Fig. 1: run 1, signal wires on met1
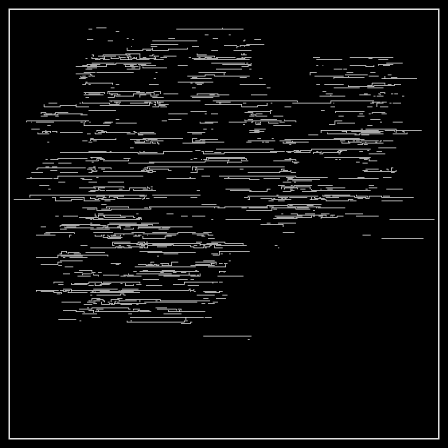
Fig. 2: run 1, M2 wires
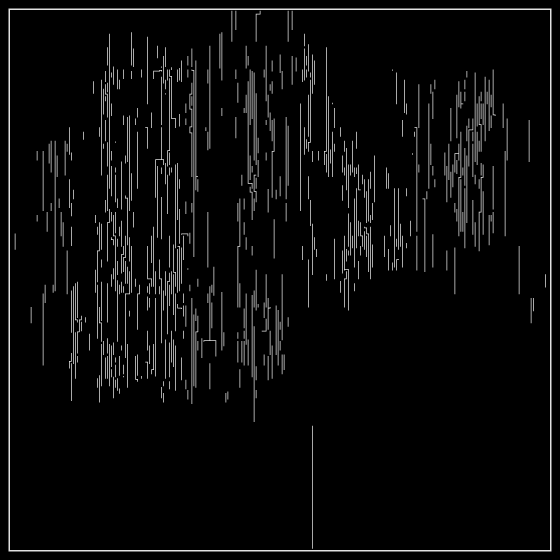
Fig. 3: run 1, signal wires on met3
The bar under the picture is 20 um long. Cells faint in the background.
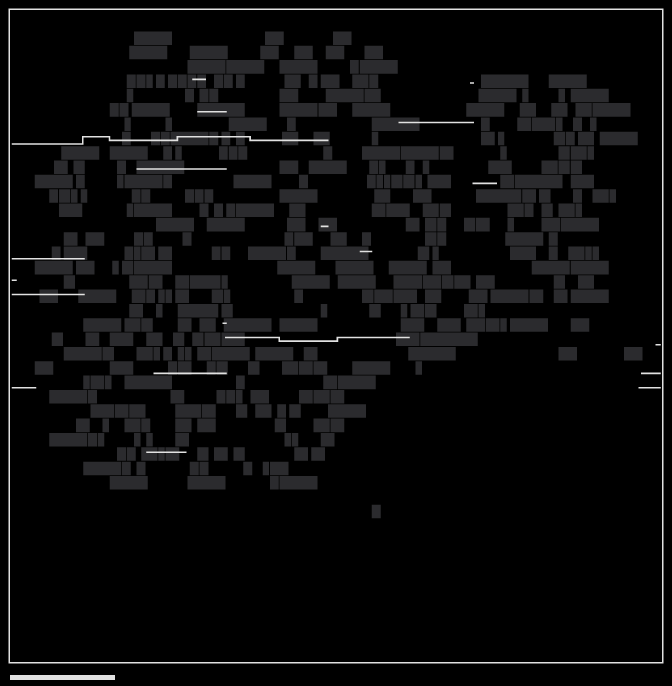
Fig. 4: run 1, congestion heat map
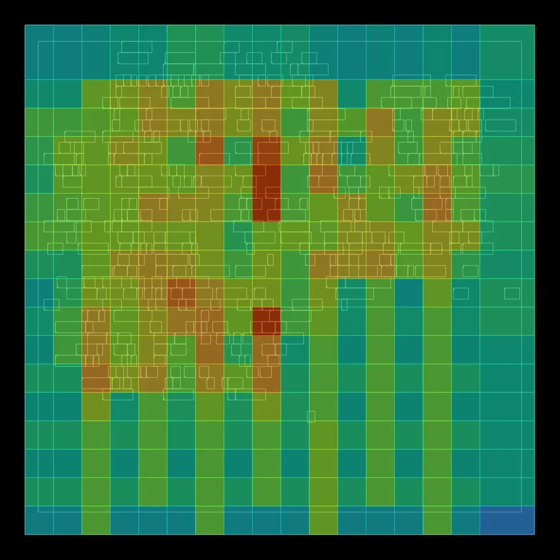
`src/rtl/uart_loopback_if.sv`:
```
// rtl/uart_loopback_if.sv - serial pins plus the receiver-to-transmitter byte handshake
interface uart_loopback_if;
  logic       rxd;
  logic       txd;
  logic [7:0] dat;
  logic       stb;
  logic       rdy;

  modport master (input rxd, output txd, output dat, output stb, output rdy);
  modport slave  (output rxd, input txd, input dat, input stb, input rdy);
endinterface

```
`src/rtl/uart_loopback.sv`:
```
// rtl/uart_loopback.sv - 8N1 UART receiver feeding a transmitter; every good frame on rxd is echoed on txd
// dat/stb form a one-byte buffer so a new frame can arrive while the previous echo is still going out.
module uart_loopback #(
  parameter real BAUDRATE  = 9600.0,
  parameter real FREQUENCY = 12000000.0
) (
  input logic             clk,
  input logic             rst,
  uart_loopback_if.master bus
);

  localparam int CYCLES = $rtoi(FREQUENCY / BAUDRATE);
  localparam int HALF   = CYCLES / 2;
  localparam int CW     = $clog2(CYCLES + 1);
  localparam logic [CW-1:0] CYC_LAST  = CW'(CYCLES - 1);
  localparam logic [CW-1:0] HALF_LAST = CW'(HALF - 1);

  typedef enum logic [1:0] {S_IDLE, S_START, S_DATA, S_STOP} state_e;

  logic          rxd_meta_q, rxd_sync_q;

  state_e        rx_state_q;
  logic [CW-1:0] rx_cnt_q;
  logic [2:0]    rx_bit_q;
  logic [7:0]    rx_shift_q;
  logic [7:0]    dat_q;
  logic          stb_q;

  state_e        tx_state_q;
  logic [CW-1:0] tx_cnt_q;
  logic [2:0]    tx_bit_q;
  logic [7:0]    tx_shift_q;
  logic          txd_q;
  logic          rdy_q;

  always_ff @(posedge clk) begin
    if (rst) begin
      rxd_meta_q <= 1'b1;
      rxd_sync_q <= 1'b1;
    end else begin
      rxd_meta_q <= bus.rxd;
      rxd_sync_q <= rxd_meta_q;
    end
  end

  // Receiver: the START check at half a bit rejects glitches and aligns later samples to mid-bit.
  always_ff @(posedge clk) begin
    if (rst) begin
      rx_state_q <= S_IDLE;
      rx_cnt_q   <= '0;
      rx_bit_q   <= '0;
      rx_shift_q <= '0;
      dat_q      <= '0;
      stb_q      <= 1'b0;
    end else begin
      if (stb_q && rdy_q) begin
        stb_q <= 1'b0;
      end
      case (rx_state_q)
        S_IDLE: begin
          if (!rxd_sync_q) begin
            rx_state_q <= S_START;
            rx_cnt_q   <= '0;
            rx_bit_q   <= '0;
          end
        end
        S_START: begin
          if (rx_cnt_q == HALF_LAST) begin
            rx_cnt_q   <= '0;
            rx_state_q <= rxd_sync_q ? S_IDLE : S_DATA;
          end else begin
            rx_cnt_q <= rx_cnt_q + 1'b1;
          end
        end
        S_DATA: begin
          if (rx_cnt_q == CYC_LAST) begin
            rx_cnt_q   <= '0;
            rx_shift_q <= {rxd_sync_q, rx_shift_q[7:1]};
            rx_bit_q   <= rx_bit_q + 1'b1;
            if (rx_bit_q == 3'd7) begin
              rx_state_q <= S_STOP;
            end
          end else begin
            rx_cnt_q <= rx_cnt_q + 1'b1;
          end
        end
        S_STOP: begin
          if (rx_cnt_q == CYC_LAST) begin
            rx_cnt_q   <= '0;
            rx_state_q <= S_IDLE;
            // A byte arriving while the buffer is still full is dropped, as is a bad stop bit.
            if (rxd_sync_q && !stb_q) begin
              dat_q <= rx_shift_q;
              stb_q <= 1'b1;
            end
          end else begin
            rx_cnt_q <= rx_cnt_q + 1'b1;
          end
        end
        default: rx_state_q <= S_IDLE;
      endcase
    end
  end

  always_ff @(posedge clk) begin
    if (rst) begin
      tx_state_q <= S_IDLE;
      tx_cnt_q   <= '0;
      tx_bit_q   <= '0;
      tx_shift_q <= '0;
      txd_q      <= 1'b1;
      rdy_q      <= 1'b1;
    end else begin
      case (tx_state_q)
        S_IDLE: begin
          if (stb_q && rdy_q) begin
            tx_shift_q <= dat_q;
            rdy_q      <= 1'b0;
            txd_q      <= 1'b0;
            tx_cnt_q   <= '0;
            tx_state_q <= S_START;
          end
        end
        S_START: begin
          if (tx_cnt_q == CYC_LAST) begin
            tx_cnt_q   <= '0;
            tx_bit_q   <= '0;
            txd_q      <= tx_shift_q[0];
            tx_state_q <= S_DATA;
          end else begin
            tx_cnt_q <= tx_cnt_q + 1'b1;
          end
        end
        S_DATA: begin
          if (tx_cnt_q == CYC_LAST) begin
            tx_cnt_q <= '0;
            if (tx_bit_q == 3'd7) begin
              txd_q      <= 1'b1;
              tx_state_q <= S_STOP;
            end else begin
              txd_q      <= tx_shift_q[1];
              tx_shift_q <= {1'b0, tx_shift_q[7:1]};
              tx_bit_q   <= tx_bit_q + 1'b1;
            end
          end else begin
            tx_cnt_q <= tx_cnt_q + 1'b1;
          end
        end
        S_STOP: begin
          if (tx_cnt_q == CYC_LAST) begin
            tx_cnt_q   <= '0;
            rdy_q      <= 1'b1;
            tx_state_q <= S_IDLE;
          end else begin
            tx_cnt_q <= tx_cnt_q + 1'b1;
          end
        end
        default: tx_state_q <= S_IDLE;
      endcase
    end
  end

  assign bus.txd = txd_q;
  assign bus.dat = dat_q;
  assign bus.stb = stb_q;
  assign bus.rdy = rdy_q;

endmodule

```
`src/flat_wrapper.sv`:
```
// flat-port wrapper written by rule: the top's interface ports become plain ports
module uart_loopback_flat 
#(
  parameter real BAUDRATE  = 9600.0,
  parameter real FREQUENCY = 12000000.0
)
  (clk, rst, bus_rxd, bus_txd, bus_dat, bus_stb, bus_rdy);
  uart_loopback_if bus_i ();
  input logic clk;
  input logic rst;
  input wire logic [$bits(bus_i.rxd)-1:0] bus_rxd;
  output wire logic [$bits(bus_i.txd)-1:0] bus_txd;
  output wire logic [$bits(bus_i.dat)-1:0] bus_dat;
  output wire logic [$bits(bus_i.stb)-1:0] bus_stb;
  output wire logic [$bits(bus_i.rdy)-1:0] bus_rdy;
  assign bus_i.rxd = bus_rxd;
  assign bus_txd = bus_i.txd;
  assign bus_dat = bus_i.dat;
  assign bus_stb = bus_i.stb;
  assign bus_rdy = bus_i.rdy;
  uart_loopback #(.BAUDRATE(BAUDRATE), .FREQUENCY(FREQUENCY)) u_core (.clk(clk), .rst(rst), .bus(bus_i));
endmodule
```
`config.mk`:
```
export PLATFORM = sky130hd
export DESIGN_NAME = uart_loopback_flat
export DESIGN_NICKNAME = d
export VERILOG_FILES = /design/src/rtl/uart_loopback_if.sv /design/src/rtl/uart_loopback.sv /design/src/flat_wrapper.sv
export SDC_FILE = /design/constraint.sdc
export NUM_CORES = 1
export LEC_CHECK = 0
export CAP_MARGIN = 40
export CORE_MARGIN = 3
export CORE_UTILIZATION = 23
export CTS_CLUSTER_SIZE = 28
export DETAILED_ROUTE_END_ITERATION = 6
export PLACE_DENSITY = 0.46
export SYNTH_ARGS = -nofsm -noshare
export SYNTH_HDL_FRONTEND = slang
export SYNTH_SLANG_ARGS = --single-unit
```
`constraint.sdc`:
```
create_clock -name clk -period 2 [get_ports clk]
set_input_delay 0.3 -clock clk [delete_from_list [all_inputs] [get_ports clk]]
set_output_delay 0.3 -clock clk [all_outputs]
set_load 0.02 [all_outputs]
```
==> metrics.cfg, run 1 <==
[finish]
nNetsFinal = 394
diodes = 0
design_area_um2 = 3820
drive_gt1_frac = 0.142
area_growth_pct = 20.1
fin_util = 0.285

[logic_synthesis]
netlist_instances = 355
async_flop_share = 0
synth_top_area_share = 0.383
syn_area_um2 = 3180
syn_nets = 372
ys_cells = 355
ys.flops = 61
top_cell = dfxtp_1
synth_cell_type_count = 61
top_area_cell = dfxtp_1
synth-edff-count = 0
syn_avg_cell_area_um2 = 8.97
common_cells = dfxtp_1, a21oi_1, nand2_1
yosys_warnings = 0

[die]
rows = 42
core_util_floorplan = 0.238
die_y_um = 124
core_um2 = 13400
chip_area_um2 = 15300
die_w_um = 124

[setup_path]
crit_end = u_core.tx_state_q[0]
r2r_start = u_core.tx_cnt_q[0]
start_kind = flip-flop
critPathKind = reg -> reg
arrival_ns = 2.06
path_max_fanout = 5
critPathCaptureType = flip-flop
critPathTopFamily = AND-OR/OR-AND gates
rr_worst_depth = 5
crit_required_ns = 2.23
worst-path-buf-inv = 0
path_cells = ha_1 > nor4b_4 > nand3_1 > a221o_1 > a211oi_1
cpPeakStageDelay_ns = 0.40

[power_and_ir_drop]
power_density_nw_per_um2 = 992
p_leak_uw = 0.00130
ir_drop_uv = 328

[grt]
grt_max_degree = 36
antenna_found_initial = 0
overflow = 0
grt_pass1_vias = 2586

[timing]
fin_skew_ns = 0.00614
hold_violations = 0
rsz0062_at_grt = no
max-slew-margin-rel = 0.645
max_freq_mhz = 547
fin_crit_sh = 0.914
setup_tns_ns = 0
tightest_slew_ns = 0.531
setup_viol = 0

[clock_tree]
cts_tree = done
cts-root-buf = clkbuf_16
clk_pin_slew_ns = 0.05
numCtsBuffers = 9
cts_max_path_buffers = 2
clock_sinks = 61
insertion_delay_ns = 0.33

[job]
tool_warnings = 33
drv_cap = 0

[min_path]
hold_class = reg -> reg

[route]
drc = 0
dr.pass1.iters = 4
drt-vias-per-instance = 4.79
drt.antenna.violating_nets = 0

[outcome]
outcome = complete, no violations

[placement]
io_buffers = 13

Notes on Fig. 1 above:
- longest straight run: 33.1 um
- share of all routed wire: 51%

Notes on Fig. 2 above:
- main direction: vertical
- wire length on this layer: 3,290 um
Routed WL: 7300 um
GRT met2 Usage: 0.158
vias after detailed routing: 2,666

Notes on Fig. 3 above:
- wire length on this layer: 207 um
- longest straight run: 16.8 um
- main direction: horizontal
- nets with wire on the layer: 11

Notes on Fig. 4 above:
Routed WL per cell: 13.1 um
met3 Use GR: 0.0304
busiest layer in global routing: met2

run 1: where the power goes:
| group | internal (uW) | leakage (uW) | switching (uW) |
|---|---|---|---|
| clock network | 981 | 0.000139 | 510 |
| logic | 384 | 0.000665 | 467 |
| registers | 1350 | 0.000493 | 103 |
run 1: sequential cells by signal, summed over array words and instances, names as in the netlist, 2 cells and up, named ones only:
signal	count
u_core.tx_state_q	2
u_core.tx_bit_q	3
u_core.tx_cnt_q	11
u_core.tx_shift_q	8
u_core.bus.dat	8
u_core.rx_bit_q	3
u_core.rx_cnt_q	11
u_core.rx_shift_q	8
run 1: cell usage in the layout (no fill, tap or decap), types with 3 or more instances in the layout:
| cell | count |
|---|---|
| nand2b_1 | 6 |
| o211ai_1 | 5 |
| mux2i_1 | 10 |
| clkbuf_16 | 9 |
| nor2_1 | 14 |
| a311oi_1 | 7 |
| a211oi_1 | 4 |
| clkdlybuf4s50_1 | 12 |
| nand4b_1 | 4 |
| nand3b_1 | 5 |
| nand4_1 | 8 |
| inv_1 | 10 |
| nor2b_1 | 3 |
| a221o_1 | 3 |
| and4_1 | 4 |
| nand3_1 | 18 |
| buf_4 | 19 |
| xor2_1 | 7 |
| ha_1 | 13 |
| or4_1 | 4 |
| o2111ai_1 | 3 |
| a31oi_1 | 3 |
| o21ai_0 | 24 |
| a21oi_1 | 40 |
| dfxtp_1 | 61 |
| nand2_1 | 28 |
| or2_2 | 8 |
run 1: what timing repair did:
| action | 4_1_cts | 5_1_grt |
|---|---|---|
| setup buffers | 0 | 0 |
| resized | 0 | 2 |
| endpoints found under the setup margin | 0 | 2 |
| hold buffers | 0 | 0 |
run 1: cells by family (layout without fill, tap and decap cells):
| logic type | after synthesis | after routing | share of synthesized area |
|---|---|---|---|
| AND-OR/OR-AND | 101 | 101 | 0.198 |
| XOR/XNOR | 9 | 9 | 0.0248 |
| adder cells (fa/ha/maj) | 14 | 14 | 0.0550 |
| buffers and inverters | 32 | 57 | 0.0601 |
| flip-flops | 61 | 61 | 0.383 |
| multiplexers | 10 | 10 | 0.0314 |
| AND/OR/NAND/NOR | 128 | 128 | 0.248 |
run 1: metrics by stage:
step,worst slack (ns),instances
floorplan,0.241,355
finish,0.173,556
CTS,0.140,556
global placement,0.235,542
global route,0.0212,556
detailed placement,0.148,542
run 1: per-layer routing:
layer	vias up	track usage	part of all wire
li1	1358	-	-
met1	1274	0.135	0.51
met2	22	0.158	0.45
met3	12	0.0304	0.028
met4	0	0.0394	0.014
met5	-	0	0
run 1: worst min-delay path by stage:
stage	from	cells past startpoint	end
floorplan	u_core.rxd_meta_q	1	u_core.rxd_sync_q
global placement	u_core.rxd_meta_q	1	u_core.rxd_sync_q
detailed placement	u_core.rxd_meta_q	1	u_core.rxd_sync_q
CTS	u_core.rxd_meta_q	1	u_core.rxd_sync_q
global route	u_core.rxd_meta_q	1	u_core.rxd_sync_q
finish	u_core.rxd_meta_q	1	u_core.rxd_sync_q
run 1: area by class of cell:
class / count / area [um^2]
clock inverters: 2 / 35.0
clock buffers: 12 / 246
well taps: 176 / 220
fillers: 1452 / 9580
repair buffers: 33 / 288
flip-flops and latches: 61 / 1220
inverters: 10 / 37.5
multi-input cells: 262 / 1780
==> run 2: changes to the inputs <==
--- a/config.mk
+++ b/config.mk
@@ -5,10 +5,10 @@
 export SDC_FILE = /design/constraint.sdc
 export NUM_CORES = 1
 export LEC_CHECK = 0
-export CAP_MARGIN = 40
+export CORE_ASPECT_RATIO = 0.9
 export CORE_MARGIN = 3
 export CORE_UTILIZATION = 23
-export CTS_CLUSTER_SIZE = 28
+export CTS_CLUSTER_SIZE = 14
 export DETAILED_ROUTE_END_ITERATION = 6
 export PLACE_DENSITY = 0.46
 export SYNTH_ARGS = -nofsm -noshare
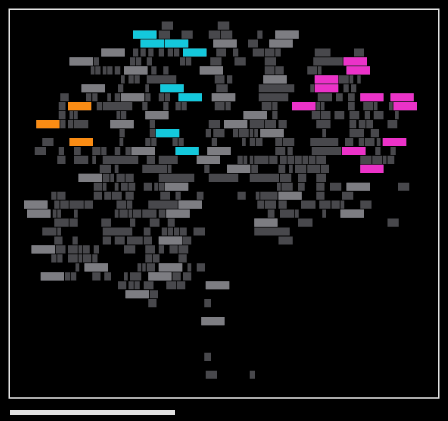
Fig. 5. Sequential cells grouped by signal name (run 2).
The bar under the picture is 50 um long. Other sequential cells in the stronger grey, the rest of the logic in the fainter grey.
- `u_core.rx_bit_q`: orange (sequential cells 3)
- `u_core.bus.dat`: cyan (sequential cells 8; where top centre)
- `u_core.tx_cnt_q`: magenta (sequential cells 11; where upper right)
final core area utilization: 0.290
sequential cell area share: 0.313
FF/Latch Area: 1220 um^2
seq pwr: 1440 uW

==> metrics.cfg, run 2 <==
[finish]
most-common-layout-cells = dfxtp_1, a21oi_1, nand2_1
top_regs = u_core.rx_cnt_q (11), u_core.tx_cnt_q (11)
layout.cells.most_common = dfxtp_1
area_growth_pct = 22.6

[route]
dr.pass1.iters = 4
drt-vias-per-instance = 4.81
avgRoutedWirePerCell_um = 13.5
vias = 2648
drc = 0

[setup_path]
cpPeakStageDelay_ns = 0.39
r2r_start = u_core.tx_cnt_q[0]
path_max_fanout = 5
path_cells = ha_1 > nor4b_4 > nand3_1 > a211o_1 > a221o_1
critPathTopFamily = AND-OR/OR-AND gates
start_kind = flip-flop
critPathKind = reg -> reg

[timing]
hold_violations = 0
tightest_slew_ns = 0.601
rsz0062_at_grt = no
setup_viol = 0
fin_crit_sh = 0.909
setup_tns_ns = 0
max_freq_mhz = 550

[grt]
grt_pass1_vias = 2532
antenna_found_initial = 0
grt_max_degree = 33
overflow = 0

[die]
chip_area_um2 = 15300
core_util_floorplan = 0.237
core_um2 = 13500
die_w_um = 130
die_y_um = 118

[placement]
io_buffers = 13

[logic_synthesis]
synth_top_area_share = 0.383
ys.flops = 61
top_cell = dfxtp_1
syn_avg_cell_area_um2 = 8.97
syn_area_um2 = 3180
yosys_warnings = 0
ys_cells = 355
netlist_instances = 355
common_cells = dfxtp_1, a21oi_1, nand2_1
async_flop_share = 0
synth_cell_type_count = 61
top_area_cell = dfxtp_1

[job]
drv_cap = 0
tool_warnings = 33

[clock_tree]
cts_max_path_buffers = 2
clock_sinks = 61
insertion_delay_ns = 0.33
ctsHoldBuffers = 0
numCtsBuffers = 9
ctsResizeCount = 0

[min_path]
min_from = rst
holdPathStages = 2
worst_hold_path.endpoint = u_core.rx_cnt_q[3]

[power_and_ir_drop]
ir_drop_uv = 540
power_density_nw_per_um2 = 1080

[outcome]
outcome = complete, no violations

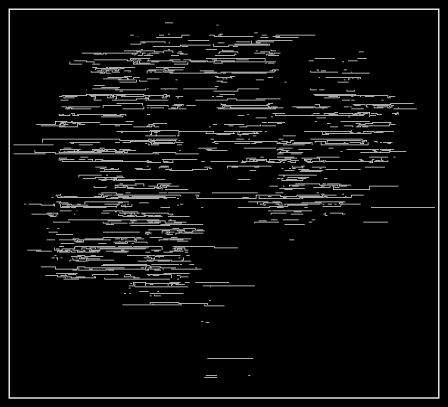
Fig. 6. Signal wires on met1 (run 2).
- nets with wire on the layer: 361
- share of all routed wire: 52%
- main direction: horizontal
- wire length on this layer: 3,870 um

==> run 2: power breakdown <==
part           internal, uW  switching (uW)  leakage [uW]
sequential             1350            97.1      0.000493
combinational           377             464      0.000666
clock                  1380             574      0.000183
==> run 2: cell families (layout without fill, tap and decap cells) <==
kind of cell    Yosys count  in the layout  synth area share
buf+inv                  32             60            0.0601
compound gates          101            101             0.198
flops                    61             61             0.383
mux                      10             10            0.0314
simple gates            128            128             0.248
xor+xnor                  9              9            0.0248
fa+ha+maj                14             14            0.0550
==> run 2: layer usage <==
metal	global-route usage	part of all wire
met3	0.0286	0.024
met2	0.151	0.44
met1	0.141	0.52
met4	0.0409	0.016
met5	0	0
==> run 2: worst max-delay path by stage <==
stage                                     from              endpoint  slack [ns]  cells after the start
after floorplan           u_core.tx_state_q[0]  u_core.tx_shift_q[0]        0.24                      7
after global placement      u_core.tx_cnt_q[0]    u_core.tx_cnt_q[9]        0.23                      6
after detailed placement  u_core.tx_state_q[0]    u_core.tx_bit_q[0]        0.17                      6
after CTS                 u_core.tx_state_q[0]    u_core.tx_bit_q[0]        0.15                      6
after global routing      u_core.tx_state_q[1]  u_core.tx_shift_q[5]        0.04                      7
final                       u_core.tx_cnt_q[0]        u_core.bus.txd        0.18                      5
==> run 2: cell type report <==
cell class,instances,area (um^2)
Clock inverter,6,134
Fill cell,1410,9560
Multi-Input combinational cell,262,1780
Timing Repair Buffer,34,283
Sequential cell,61,1220
Inverter,10,37.5
Tap cell,168,210
Clock buffer,10,239
==> run 2: per-stage QoR <==
stage	hold slack, ns	std cells	setup slack (ns)
floorplan	0.389	355	0.241
global placement	0.411	535	0.234
detailed placement	0.409	535	0.173
CTS	0.367	551	0.152
global route	0.396	551	0.0416
finish	0.372	551	0.182
No activity file was given, so power comes from the tool's default toggle rates.
